<file path="src/rtl/calc_sequencer.sv">
// Operand/result sequencer for a 4-bit add/sub stage: debounces the enter button and
// steps GET_A -> GET_B -> CALC -> SHOW, latching operands and the downstream result.
module calc_sequencer #(
    parameter int unsigned DEBOUNCE_CYCLES = 16
) (
    input  logic       clk,
    input  logic       rst,
    input  logic [3:0] sw,
    input  logic       op_sel,
    input  logic       btn_enter,
    input  logic [3:0] r,
    input  logic       ovf,
    output logic [3:0] a,
    output logic [3:0] b,
    output logic       co,
    output logic [3:0] result,
    output logic       result_ovf,
    output logic [1:0] state,
    output logic       done
);

    localparam int unsigned CntW = (DEBOUNCE_CYCLES > 1) ? $clog2(DEBOUNCE_CYCLES) : 1;
    localparam logic [CntW-1:0] CntMax = CntW'(DEBOUNCE_CYCLES - 1);

    typedef enum logic [1:0] {
        StGetA = 2'b00,
        StGetB = 2'b01,
        StCalc = 2'b10,
        StShow = 2'b11
    } st_e;

    st_e            st_q;
    logic           sync1_q, sync2_q;
    logic           level_q, level_prev_q;
    logic [CntW-1:0] cnt_q;
    logic [1:0]     vld_q;
    logic           armed_q;
    logic           press;

    always_ff @(posedge clk or posedge rst) begin
        if (rst) begin
            sync1_q <= 1'b0;
            sync2_q <= 1'b0;
        end else begin
            sync1_q <= btn_enter;
            sync2_q <= sync1_q;
        end
    end

    // Events are only armed once the synchronised button has been seen released after
    // reset, so a button held through reset never produces a press.
    always_ff @(posedge clk or posedge rst) begin
        if (rst) begin
            level_q      <= 1'b0;
            level_prev_q <= 1'b0;
            cnt_q        <= '0;
            vld_q        <= 2'b00;
            armed_q      <= 1'b0;
        end else begin
            if (sync2_q != level_q) begin
                if (cnt_q == CntMax) begin
                    level_q <= sync2_q;
                    cnt_q   <= '0;
                end else begin
                    cnt_q <= cnt_q + 1'b1;
                end
            end else begin
                cnt_q <= '0;
            end
            level_prev_q <= level_q;
            vld_q        <= {vld_q[0], 1'b1};
            armed_q      <= armed_q | (vld_q[1] & ~sync2_q);
        end
    end

    assign press = level_q & ~level_prev_q & armed_q;

    // Presses in CALC are simply not looked at, so they are dropped rather than queued.
    always_ff @(posedge clk or posedge rst) begin
        if (rst) begin
            st_q       <= StGetA;
            a          <= 4'd0;
            b          <= 4'd0;
            co         <= 1'b0;
            result     <= 4'd0;
            result_ovf <= 1'b0;
            done       <= 1'b0;
        end else begin
            case (st_q)
                StGetA: begin
                    if (press) begin
                        a    <= sw;
                        st_q <= StGetB;
                    end
                end
                StGetB: begin
                    if (press) begin
                        b    <= sw;
                        co   <= op_sel;
                        st_q <= StCalc;
                    end
                end
                StCalc: begin
                    result     <= r;
                    result_ovf <= ovf;
                    done       <= 1'b1;
                    st_q       <= StShow;
                end
                StShow: begin
                    if (press) begin
                        done <= 1'b0;
                        st_q <= StGetA;
                    end
                end
                default: st_q <= StGetA;
            endcase
        end
    end

    assign state = st_q;

endmodule

</file>
<file path="config.mk">
export PLATFORM = sky130hd
export DESIGN_NAME = calc_sequencer
export DESIGN_NICKNAME = d
export VERILOG_FILES = /design/src/rtl/calc_sequencer.sv
export SDC_FILE = /design/constraint.sdc
export NUM_CORES = 1
export LEC_CHECK = 0
export ABC_AREA = 1
export CAP_MARGIN = 5
export CORE_ASPECT_RATIO = 1.4
export CORE_MARGIN = 3
export CORE_UTILIZATION = 50
export DETAILED_ROUTE_END_ITERATION = 8
export GPL_TIMING_DRIVEN = 0
export MAX_ROUTING_LAYER = met4
export PLACE_DENSITY = 0.8
export SLEW_MARGIN = 20
export SYNTH_ARGS = -nofsm -noshare
export SYNTH_HDL_FRONTEND = slang
export SYNTH_SLANG_ARGS = --single-unit
export TNS_END_PERCENT = 1
</file>
<file path="constraint.sdc">
create_clock -name clk -period 2.3 [get_ports clk]
set_input_delay 0.23 -clock clk [delete_from_list [all_inputs] [get_ports clk]]
set_output_delay 0.23 -clock clk [all_outputs]
set_load 0.01 [all_outputs]
</file>
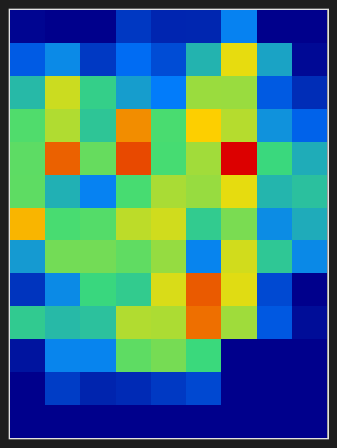
(images/wire_density.png)
9 x 13 tiles, from dark blue (low) to red (high), scaled to the fullest tile. Values are wire area over tile area, all layers added.
tiles over half the peak: 36%
fullest tile: 0.34
nearly empty tiles: 20%
emptiest ninth of the die: bottom right
densest ninth of the die: middle

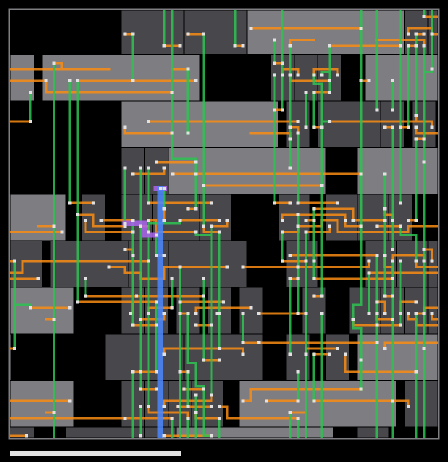
(images/zoom.png)
Scale bar: 10 um. Window x 11 to 36, y 32 to 57 um. Cells in gray, sequential cells in the stronger gray; small squares are vias.
| layer | color |
|---|---|
| met3 | purple |
| met1 | orange |
| met4 | blue |
| met2 | green |
most frequent: nand2_1 (19), nand3_1 (9), dfrtp_1 (7)
cells with their middle in the window: 52
sequential cells in the window: 7
netlist names of flops here include: b (3), a (2), state (2)

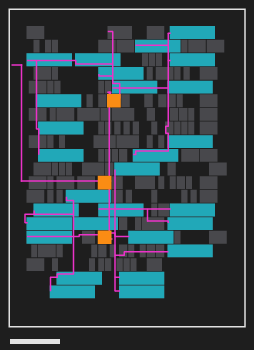
(images/clock_map.png)
Scale bar: 10 um.
[cells driving clock nets] orange | count: 3
[flip-flops] cyan | count: 28
[clock wires] magenta | length: 298 um
routed clock nets: 4

==> results.yml <==
# physical design summary
run_status:
  status: "completed"
sta:
  grt_setup_unrepaired: "false"
  relSlewSlack_pct: 35.7
  finalHoldViolations: 0
  finalSetupViolCount: 0
  fin_ws_ns: 0.727
  fin_crit_ns: 1.57
clocking:
  cts_resized: 0
  postCtsSetupRepairBufs: 0
  tritoncts: "yes"
  clock-sinks: 28
  clk_pin_slew_worst_paths_ns: 0.14
placement:
  dpl-instance-area_mm2: 0.00148
  dp_hpwl_um: 1690
  placed_cells: 174
synth:
  ys_area_mm2: 0.00116
  edf_count: 0
  yosysTopAreaCell: "dfrtp_1"
  yosysUniqueCellTypes: 17
floorplanning:
  core_mm2: 0.00218
  rows: 20
route:
  drt_pass1_iterations: 4
  top_layer: "met4"
global_routing:
  grtUsageMet3_pct: 1.73
  top_usage_layer: "met2"
  grt_pass1_wl_um: 3800
  grt_pass1_vias: 974
layout:
  nNonClkBuffers: 31
  bufAreaShareNonClock_pct: 20.2
pwr:
  power.leakage_nw: 0.722
  p_sw_share_pct: 33.5
worst_setup_path:
  path_depth: 1
==> flip-flops by register name, indices dropped and copies added, names as in the netlist <==
register      cells
result_ovf        1
armed_q           1
sync2_q           1
b                 4
level_prev_q      1
sync1_q           1
level_q           1
result            4
done              1
a                 4
cnt_q             4
vld_q             2
state             2
co                1
==> power by group through the flow <==
stage | clock, mW | sequential [mW] | combinational (mW)
floorplan | 0 | 0.653 | 0.226
detailed placement | 0 | 0.631 | 0.463
finish | 0.235 | 0.622 | 0.464
global placement | 0 | 0.626 | 0.445
CTS | 0.241 | 0.623 | 0.467
global route | 0.255 | 0.632 | 0.521
Power and IR drop assume default switching activity.
